<file path="config.mk">
export PLATFORM = sky130hd
export DESIGN_NAME = mem_port_arbiter_flat
export DESIGN_NICKNAME = d
export VERILOG_FILES = /design/src/rtl/mem_port_arbiter_if.sv /design/src/rtl/mem_port_arbiter.sv /design/src/flat_wrapper.sv
export SDC_FILE = /design/constraint.sdc
export NUM_CORES = 1
export LEC_CHECK = 0
export ABC_CLOCK_PERIOD_IN_PS = 3500
export CAP_MARGIN = 30
export CORE_ASPECT_RATIO = 0.75
export CORE_MARGIN = 4
export CORE_UTILIZATION = 35
export CTS_BUF_LIST = sky130_fd_sc_hd__clkbuf_4 sky130_fd_sc_hd__clkbuf_8
export CTS_CLUSTER_SIZE = 12
export DETAILED_ROUTE_END_ITERATION = 10
export PLACE_DENSITY = 0.7
export SLEW_MARGIN = 40
export SYNTH_ARGS = -nofsm -noshare
export SYNTH_HDL_FRONTEND = slang
export SYNTH_SLANG_ARGS = --single-unit
</file>
<file path="constraint.sdc">
create_clock -name clk -period 3.5 [get_ports clk]
set_input_delay 0.7 -clock clk [delete_from_list [all_inputs] [get_ports clk]]
set_output_delay 0.7 -clock clk [all_outputs]
set_load 0.01 [all_outputs]
</file>
<file path="src/rtl/mem_port_arbiter_if.sv">
// Bus bundle for mem_port_arbiter: fetch port, data port and single-port memory.
// The slave modport is the arbiter's view; the master modport is the requester/memory side.
interface mem_port_arbiter_if;
    // fetch requester
    logic        if_req;
    logic [31:0] if_addr;
    logic        if_flush;
    logic        if_done;
    logic [31:0] if_rdata;
    logic        stall_if;
    // data requester
    logic        d_req;
    logic        d_we;
    logic [31:0] d_addr;
    logic [31:0] d_wdata;
    logic        d_done;
    logic [31:0] d_rdata;
    logic        stall_d;
    // memory
    logic        mem_req;
    logic        mem_we;
    logic [31:0] mem_addr;
    logic [31:0] mem_wdata;
    logic [31:0] mem_rdata;
    logic        mem_ack;

    modport slave (
        input  if_req, if_addr, if_flush,
        input  d_req, d_we, d_addr, d_wdata,
        input  mem_rdata, mem_ack,
        output if_done, if_rdata, stall_if,
        output d_done, d_rdata, stall_d,
        output mem_req, mem_we, mem_addr, mem_wdata
    );

    modport master (
        output if_req, if_addr, if_flush,
        output d_req, d_we, d_addr, d_wdata,
        output mem_rdata, mem_ack,
        input  if_done, if_rdata, stall_if,
        input  d_done, d_rdata, stall_d,
        input  mem_req, mem_we, mem_addr, mem_wdata
    );
endinterface

</file>
<file path="src/rtl/mem_port_arbiter.sv">
// Arbitrates instruction fetch and data accesses onto one single-port memory.
// Ports: clk, n_rst (async active-low), bus (mem_port_arbiter_if.slave).
module mem_port_arbiter (
    input  logic                clk,
    input  logic                n_rst,
    mem_port_arbiter_if.slave   bus
);

    typedef enum logic [1:0] {
        IDLE    = 2'd0,
        BUSY_IF = 2'd1,
        BUSY_D  = 2'd2,
        DONE    = 2'd3
    } state_t;

    state_t     state;
    state_t     state_nxt;
    logic [1:0] d_cnt;
    logic       drop;

    logic if_prio;
    logic grant_if;
    logic grant_d;
    logic ack_if;
    logic ack_d;
    logic if_keep;

    always_ff @(posedge clk or negedge n_rst) begin
        if (!n_rst) begin
            state <= IDLE;
        end else begin
            state <= state_nxt;
        end
    end

    always_comb begin
        state_nxt = state;
        unique case (state)
            IDLE: begin
                if (grant_d) begin
                    state_nxt = BUSY_D;
                end else if (grant_if) begin
                    state_nxt = BUSY_IF;
                end
            end
            BUSY_IF: begin
                if (bus.mem_ack) begin
                    state_nxt = DONE;
                end
            end
            BUSY_D: begin
                if (bus.mem_ack) begin
                    state_nxt = DONE;
                end
            end
            DONE: begin
                state_nxt = IDLE;
            end
            default: begin
                state_nxt = IDLE;
            end
        endcase
    end

    always_comb begin
        // After two back-to-back data grants a waiting fetch wins once.
        if_prio  = (d_cnt == 2'd2) && bus.if_req && !bus.if_flush;
        grant_d  = (state == IDLE) && bus.d_req && !if_prio;
        grant_if = (state == IDLE) && bus.if_req && !bus.if_flush
                   && !grant_d;
        ack_if   = (state == BUSY_IF) && bus.mem_ack;
        ack_d    = (state == BUSY_D) && bus.mem_ack;
        // A flush landing in the ack cycle cancels the fetch as well.
        if_keep  = !drop && !bus.if_flush;
        bus.stall_if = bus.if_req & ~bus.if_done;
        bus.stall_d  = bus.d_req & ~bus.d_done;
    end

    always_ff @(posedge clk or negedge n_rst) begin
        if (!n_rst) begin
            bus.mem_req   <= 1'b0;
            bus.mem_we    <= 1'b0;
            bus.mem_addr  <= '0;
            bus.mem_wdata <= '0;
            bus.if_rdata  <= '0;
            bus.d_rdata   <= '0;
            bus.if_done   <= 1'b0;
            bus.d_done    <= 1'b0;
            d_cnt         <= 2'd0;
            drop          <= 1'b0;
        end else begin
            bus.if_done <= ack_if && if_keep;
            bus.d_done  <= ack_d;

            if (grant_d) begin
                bus.mem_req   <= 1'b1;
                bus.mem_we    <= bus.d_we;
                bus.mem_addr  <= bus.d_addr;
                bus.mem_wdata <= bus.d_wdata;
                d_cnt         <= (d_cnt == 2'd2) ? 2'd2 : d_cnt + 2'd1;
            end else if (grant_if) begin
                bus.mem_req   <= 1'b1;
                bus.mem_we    <= 1'b0;
                bus.mem_addr  <= bus.if_addr;
                bus.mem_wdata <= '0;
                d_cnt         <= 2'd0;
            end else if (ack_if || ack_d) begin
                bus.mem_req   <= 1'b0;
            end

            if (ack_d) begin
                bus.d_rdata <= bus.mem_we ? 32'd0 : bus.mem_rdata;
            end
            if (ack_if && if_keep) begin
                bus.if_rdata <= bus.mem_rdata;
            end

            if (state == DONE) begin
                drop <= 1'b0;
            end else if (state == BUSY_IF && bus.if_flush) begin
                drop <= 1'b1;
            end
        end
    end

endmodule
</file>
<file path="src/flat_wrapper.sv">
// flat-port wrapper written by rule: the top's interface ports become plain ports
module mem_port_arbiter_flat 
  (clk, n_rst, bus_if_req, bus_if_addr, bus_if_flush, bus_d_req, bus_d_we, bus_d_addr, bus_d_wdata, bus_mem_rdata, bus_mem_ack, bus_if_done, bus_if_rdata, bus_stall_if, bus_d_done, bus_d_rdata, bus_stall_d, bus_mem_req, bus_mem_we, bus_mem_addr, bus_mem_wdata);
  mem_port_arbiter_if bus_i ();
  input  logic clk;
  input  logic n_rst;
  input wire logic [$bits(bus_i.if_req)-1:0] bus_if_req;
  input wire logic [$bits(bus_i.if_addr)-1:0] bus_if_addr;
  input wire logic [$bits(bus_i.if_flush)-1:0] bus_if_flush;
  input wire logic [$bits(bus_i.d_req)-1:0] bus_d_req;
  input wire logic [$bits(bus_i.d_we)-1:0] bus_d_we;
  input wire logic [$bits(bus_i.d_addr)-1:0] bus_d_addr;
  input wire logic [$bits(bus_i.d_wdata)-1:0] bus_d_wdata;
  input wire logic [$bits(bus_i.mem_rdata)-1:0] bus_mem_rdata;
  input wire logic [$bits(bus_i.mem_ack)-1:0] bus_mem_ack;
  output wire logic [$bits(bus_i.if_done)-1:0] bus_if_done;
  output wire logic [$bits(bus_i.if_rdata)-1:0] bus_if_rdata;
  output wire logic [$bits(bus_i.stall_if)-1:0] bus_stall_if;
  output wire logic [$bits(bus_i.d_done)-1:0] bus_d_done;
  output wire logic [$bits(bus_i.d_rdata)-1:0] bus_d_rdata;
  output wire logic [$bits(bus_i.stall_d)-1:0] bus_stall_d;
  output wire logic [$bits(bus_i.mem_req)-1:0] bus_mem_req;
  output wire logic [$bits(bus_i.mem_we)-1:0] bus_mem_we;
  output wire logic [$bits(bus_i.mem_addr)-1:0] bus_mem_addr;
  output wire logic [$bits(bus_i.mem_wdata)-1:0] bus_mem_wdata;
  assign bus_i.if_req = bus_if_req;
  assign bus_i.if_addr = bus_if_addr;
  assign bus_i.if_flush = bus_if_flush;
  assign bus_i.d_req = bus_d_req;
  assign bus_i.d_we = bus_d_we;
  assign bus_i.d_addr = bus_d_addr;
  assign bus_i.d_wdata = bus_d_wdata;
  assign bus_i.mem_rdata = bus_mem_rdata;
  assign bus_i.mem_ack = bus_mem_ack;
  assign bus_if_done = bus_i.if_done;
  assign bus_if_rdata = bus_i.if_rdata;
  assign bus_stall_if = bus_i.stall_if;
  assign bus_d_done = bus_i.d_done;
  assign bus_d_rdata = bus_i.d_rdata;
  assign bus_stall_d = bus_i.stall_d;
  assign bus_mem_req = bus_i.mem_req;
  assign bus_mem_we = bus_i.mem_we;
  assign bus_mem_addr = bus_i.mem_addr;
  assign bus_mem_wdata = bus_i.mem_wdata;
  mem_port_arbiter u_core (.clk(clk), .n_rst(n_rst), .bus(bus_i));
endmodule
</file>
### Signal wires on met1, run 1

Drawn at 3 px/micron. Supply wires on this layer in gray. Cells faint in the background.
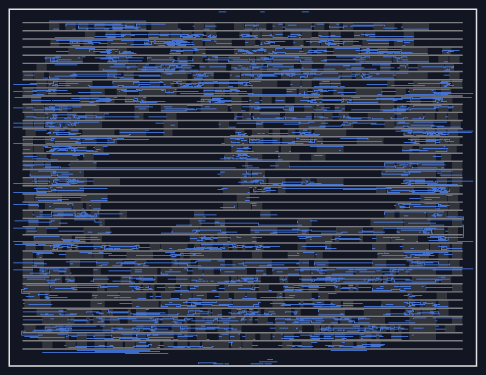
longest straight run: 58.4 microns
share of all routed wire: 43%
wire length on this layer: 7370 microns
main direction: horizontal
vias: 4593
final WL: 17000 microns
met1 usage: 0.239

### The metal 2 layer, run 1

Drawn at 3 px/micron.
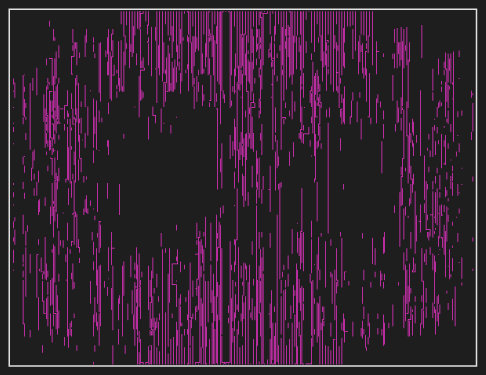
share of all routed wire: 49%
wire length on this layer: 8260 microns
main direction: vertical
longest straight run: 52.9 microns
GR Util met2: 0.301

==> changes_impl.md, run 1 <==
### Implementation results

- Status: completed
- Top cell area share: 0.602
- Overall routing resource usage: 0.186
- Cell total in the yosys stat output: 437
- Dominant cell type by area after synthesis: dfrtp_1
- Core box area: 16000 sq um
- R2R Path Start: u_core.state[0]$_DFFE_PN0P_
- Unrepaired setup endpoints after global routing: no
- Final hold violations: 0
- # DRC: 0
- Max clock buf depth: 2
- Fin Setup TNS: 0 ps
- Post-synth EDFFs: 0
- Tally of unique sky130hd cells used after synthesis: 31
- Inserted Diodes: 0
- Minimum hold slack: 127 ps
- Largest net degree at the start of global routing: 68
- CP endpoint kind: output port
- Wire per inst: 18.5 microns
- CTS tree: built
- DP HPWL: 12100 microns
- Antenna violations before repair: 0
- Cell area leaders: dfrtp_1, mux2_2, a221o_1
- Clock Pin Slew Worst Setup and Hold Paths: 80 ps
- # hold bufs at CTS: 0
- Fin crit period: 2820 ps
- Synth flops: 137
- PwrDens: 844 nW/um^2
- CP Max Fanout: 6
- Critical Path RT: around 2800 ps
- Synth Seq Share: 0.602
- Synth async-reset ratio: 1.00
- Area Overhead vs Synth: 58.3%
- Crit-path cells: clkdlybuf4s50_1, nor2b_1, clkdlybuf4s50_1
- Cell Area, Synth: 5690 sq um
- # Post-CTS Setup Buffers: 0
- Final #Nets: 839
- Critical path's most frequent cell: clkdlybuf4s50_1
- Chip Height: around 120 microns
- CP peak stage delay: 680 ps
- Worst Skew: around 11 ps
- Setup crit start: bus_d_req
- Fin. max-slew vios: 0
- Place WS: around 700 ps
- Worst-Margin Slew: 762 ps
- CTS Buf Count: 17
- Syn Inst Count: 437
- Overflow after GRT: 0
- First-pass GRT wire length: about 27000 microns
### The metal 3 layer, run 1

Drawn at 4 px/micron. Cells faint in the background.
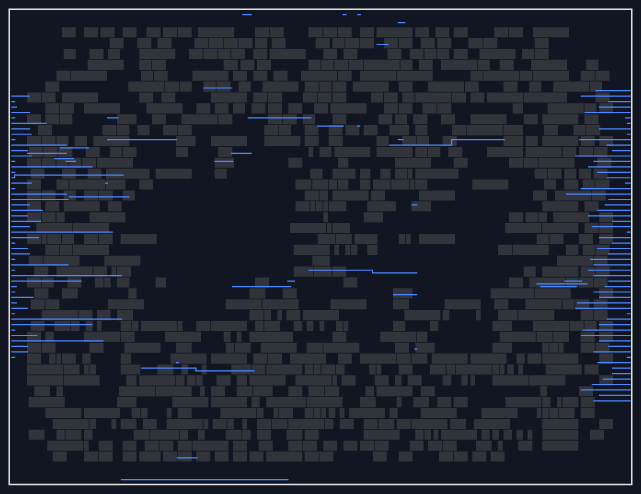
nets with wire on the layer: 124
wire length on this layer: 1090 microns
longest straight run: 41.6 microns
met3 Resource Use GR: 0.0531

### Signal wires on met4, run 1

Drawn at 2 px/micron. Supply wires on this layer in gray. Cells faint in the background.
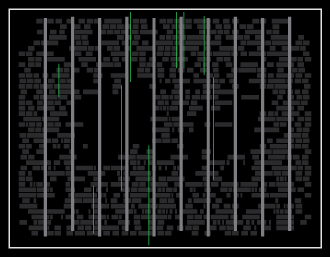
nets with wire on the layer: 7
share of all routed wire: 1.8%
longest straight run: 52.4 microns
main direction: vertical
wire length on this layer: 313 microns

run 1: path summary, 6_finish.rpt:
kind,to,slack [ps]
max in group asynchronous,u_core.bus.mem_wdata[29]$_DFFE_PN0P_,2590
worst max-delay path,bus_stall_d,680
min in group clk,u_core.bus.d_rdata[31]$_DFFE_PN0P_,480
worst min register to register,u_core.bus.d_rdata[31]$_DFFE_PN0P_,480
worst min-delay path,u_core.bus.d_rdata[27]$_DFFE_PN0P_,130
worst max register to register,u_core.bus.mem_addr[4]$_DFFE_PN0P_,1210
run 1: critical path, delay by kind of cell:
family / cells / cell delay (ps)
AND/OR/NAND/NOR: 1 / 190
buffers and inverters: 2 / 1230
run 1: cell usage in the layout, fill, tap and decap left out, types with 3 or more instances in the layout:
cell type / n
clkdlybuf4s50_1: 267
nand2b_1: 33
inv_1: 7
bufinv_16: 5
and4_1: 32
nand2_1: 34
a22o_1: 35
o21ai_0: 30
clkinv_4: 3
ha_1: 7
buf_4: 9
dfrtp_1: 137
clkinvlp_4: 3
clkbuf_8: 18
mux2_2: 32
a221o_1: 32
run 1: per-stage QoR:
| step | instances | total power, mW |
|---|---|---|
| floorplan | 437 | 4.22 |
| global placement | 886 | 6.02 |
| detailed placement | 888 | 6.14 |
| CTS | 920 | 7.71 |
| global route | 920 | 8.08 |
| finish | 920 | 7.61 |
run 1: cell usage after synthesis, types with 3 or more instances:
library cell and n:
ha_1 7, a221o_1 32, buf_2 4, o21ai_0 30
buf_4 3, a22o_1 35, nand2b_1 33, and4_1 32
dfrtp_1 137, buf_6 4, mux2_2 32, clkbuf_1 23
buf_8 3, nand2_1 35, inv_1 7
run 1: power breakdown:
part / internal [mW] / switching, mW / leakage (nW) / total, mW
Sequential: 2.30 / 0.405 / 1.72 / 2.70
Combinational: 1.98 / 1.40 / 1.94 / 3.38
Clock: 0.883 / 0.648 / 0.227 / 1.53
Total: 5.16 / 2.45 / 3.88 / 7.61
run 1: state kept, by name (all words and copies together), names as in the netlist:
name and count:
u_core.bus.if_rdata 32, u_core.bus.mem_req 1, u_core.bus.mem_we 1, u_core.bus.d_rdata 32, u_core.drop 1, u_core.d_cnt 2, u_core.bus.if_done 1, u_core.bus.d_done 1
u_core.bus.mem_addr 32, u_core.state 2, u_core.bus.mem_wdata 32
run 1: cells by family after synthesis:
family                   Yosys count  share of synthesized area
buffers and inverters             45                     0.0466
AND/OR/NAND/NOR                  110                      0.124
multiplexers                      34                     0.0670
AND-OR/OR-AND                    104                      0.145
flip-flops                       137                      0.602
adder cells (fa/ha/maj)            7                     0.0154
run 1: metal layers:
layer,up-vias,global-route usage,part of all wire
li1,2126,-,-
met4,0,0.0634,0.018
met2,156,0.301,0.49
met1,2288,0.239,0.43
met3,23,0.0531,0.064
met5,-,0,0
run 1: cell type report:
type	count	area, sq um
clock inverter	13	216
inverter	7	26.3
multi-input combinational	255	2020
timing repair buffer	279	2800
clock buffer	19	255
tap	210	263
fill	1317	6950
sequential	137	3430
### Congestion heat map, run 1

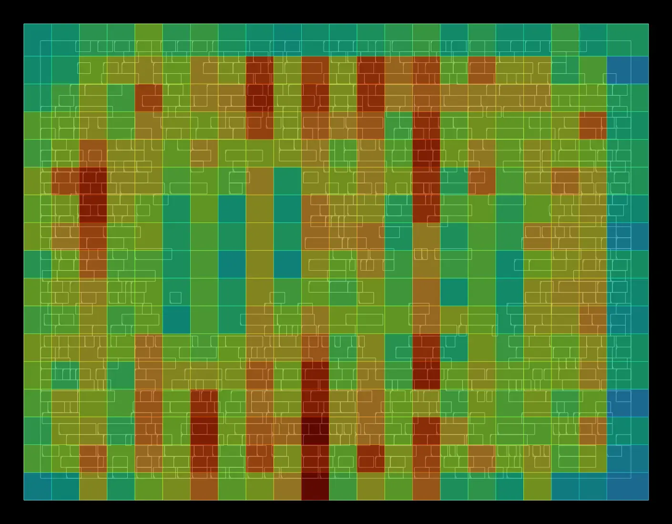

==> run 1 -> run 2 <==
--- a/config.mk
+++ b/config.mk
@@ -5,7 +5,7 @@
 export SDC_FILE = /design/constraint.sdc
 export NUM_CORES = 1
 export LEC_CHECK = 0
-export ABC_CLOCK_PERIOD_IN_PS = 3500
+export ABC_CLOCK_PERIOD_IN_PS = 2400
 export CAP_MARGIN = 30
 export CORE_ASPECT_RATIO = 0.75
 export CORE_MARGIN = 4
@@ -13,7 +13,7 @@
 export CTS_BUF_LIST = sky130_fd_sc_hd__clkbuf_4 sky130_fd_sc_hd__clkbuf_8
 export CTS_CLUSTER_SIZE = 12
 export DETAILED_ROUTE_END_ITERATION = 10
-export PLACE_DENSITY = 0.7
+export PLACE_DENSITY = 0.73
 export SLEW_MARGIN = 40
 export SYNTH_ARGS = -nofsm -noshare
 export SYNTH_HDL_FRONTEND = slang
==> constraint.sdc (replaced) <==
create_clock -name clk -period 2.4 [get_ports clk]
set_input_delay 0.48 -clock clk [delete_from_list [all_inputs] [get_ports clk]]
set_output_delay 0.48 -clock clk [all_outputs]
set_load 0.01 [all_outputs]
### Congestion heat map, run 2

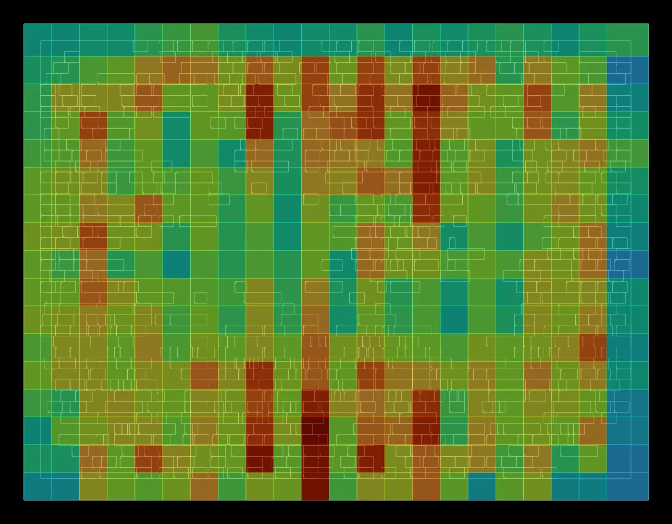
busiest grt layer: met2
overall routing resource usage: 0.180
met3 Resource Use GR: 0.0593
final core occ: 0.565

==> run 2 against run 1 <==
Compared with the run above: worst hold slack improved by 360 ps; worst setup slack got worse by 540 ps; global-route usage decreased by 0.56 points; first-iteration DRC count decreased by 2.2%; core utilization about the same; combinational power increased by 47%; clock power increased by 31%; synthesized cell count unchanged; register-to-register slack got worse by 770 ps; synthesized area unchanged; sequential cell count unchanged; via count increased by 0.26%.
==> changes_impl.md, run 2 <==
### Implementation results

- Synth async-reset ratio: 1.00 (unchanged)
- Worst Skew: 11.8 ps (+0.735 ps)
- PwrDens: 1210 nW/um^2 (+43%)
- Clk pwr share: 0.184 (-0.017)
- Syn Inst Count: 437 (unchanged)
- Top Layout Cells: clkdlybuf4s50_1, dfrtp_1, a22o_1
- Register share of total power: 0.361 (+0.006)
- Switching portion of total power: 0.326 (+0.00397)
- Post-synth EDFFs: 0 (unchanged)
- Crit-path cells: clkdlybuf4s50_1, nor2b_1, clkdlybuf4s50_1
- DP HPWL: 12300 microns (+1.7%)
- CP peak stage delay: 590 ps (-90 ps)
- Status: completed
- Vias: 4605 (+0.26%)
- Chip Height: 118 microns (unchanged)
- Worst-Margin Slew: 447 ps (-315 ps)
- Core box area: 16000 sq um (unchanged)
- Commonest Layout Cell: clkdlybuf4s50_1
- Cell Area, Synth: 5690 sq um (unchanged)
- Cell total in the yosys stat output: 437 (unchanged)
- First-pass GRT wire length: 26400 microns (-2.9%)
- Dominant cell type by area after synthesis: dfrtp_1
==> run 2: final timing paths <==
| kind | startpoint | end | slack, ps | depth (start not counted) |
|---|---|---|---|---|
| worst min-delay path | u_core.bus.d_rdata[7]$_DFFE_PN0P_ | u_core.bus.d_rdata[7]$_DFFE_PN0P_ | 490 | 2 |
| worst min register to register | u_core.bus.d_rdata[7]$_DFFE_PN0P_ | u_core.bus.d_rdata[7]$_DFFE_PN0P_ | 490 | 2 |
| worst max register to register | u_core.state[0]$_DFFE_PN0P_ | u_core.bus.mem_addr[6]$_DFFE_PN0P_ | 440 | 6 |
| min in group asynchronous | n_rst | u_core.bus.d_rdata[11]$_DFFE_PN0P_ | 520 | 2 |
| max in group asynchronous | n_rst | u_core.bus.if_rdata[17]$_DFFE_PN0P_ | 1200 | 3 |
| worst max-delay path | bus_if_req | bus_stall_if | 140 | 3 |
==> run 2: cell families after synthesis <==
group,Yosys count
flip-flops,137
AND/OR/NAND/NOR,110
AND-OR/OR-AND,104
buffers and inverters,45
multiplexers,34
adder cells (fa/ha/maj),7
==> run 2: area by class of cell <==
type / instances / area [sq um]
clock buffer: 19 / 255
clock inverter: 13 / 168
fill: 1301 / 6950
inverter: 7 / 26.3
multi-input combinational: 255 / 2010
sequential: 137 / 3430
tap: 210 / 263
timing repair buffer: 285 / 2860
==> run 2: critical path: cells and delay by family <==
kind,cells,cell delay (ps)
buf+inv,2,1130
simple gates,1,160
==> run 2: per-stage QoR <==
stage	worst slack [ps]	util	std cells	power, mW
after floorplan	743	-	437	6.16
after global placement	136	0.538	893	8.84
after detailed placement	127	0.538	893	9.01
after CTS	127	0.565	926	11.1
after global routing	91.7	0.565	926	11.6
final	142	0.565	926	10.9
==> run 2: routing by layer <==
metal | track usage | part of all wire | up-vias
li1 | - | - | 2144
met4 | 0.0596 | 0.021 | 0
met1 | 0.223 | 0.42 | 2252
met5 | 0 | 0 | -
met2 | 0.297 | 0.49 | 179
met3 | 0.0593 | 0.072 | 30
==> run 2: power groups by stage <==
stage	Sequential (mW)	Combinational, mW	Clock [mW]
5_1_grt	4.07	5.33	2.18
2_1_floorplan	4.37	1.78	0
3_3_place_gp	3.93	4.90	0
6_report	3.95	4.97	2.01
4_1_cts	3.96	5.05	2.07
3_5_place_dp	3.98	5.03	0
Power figures rest on the tool's default switching activity, not on a simulated workload.
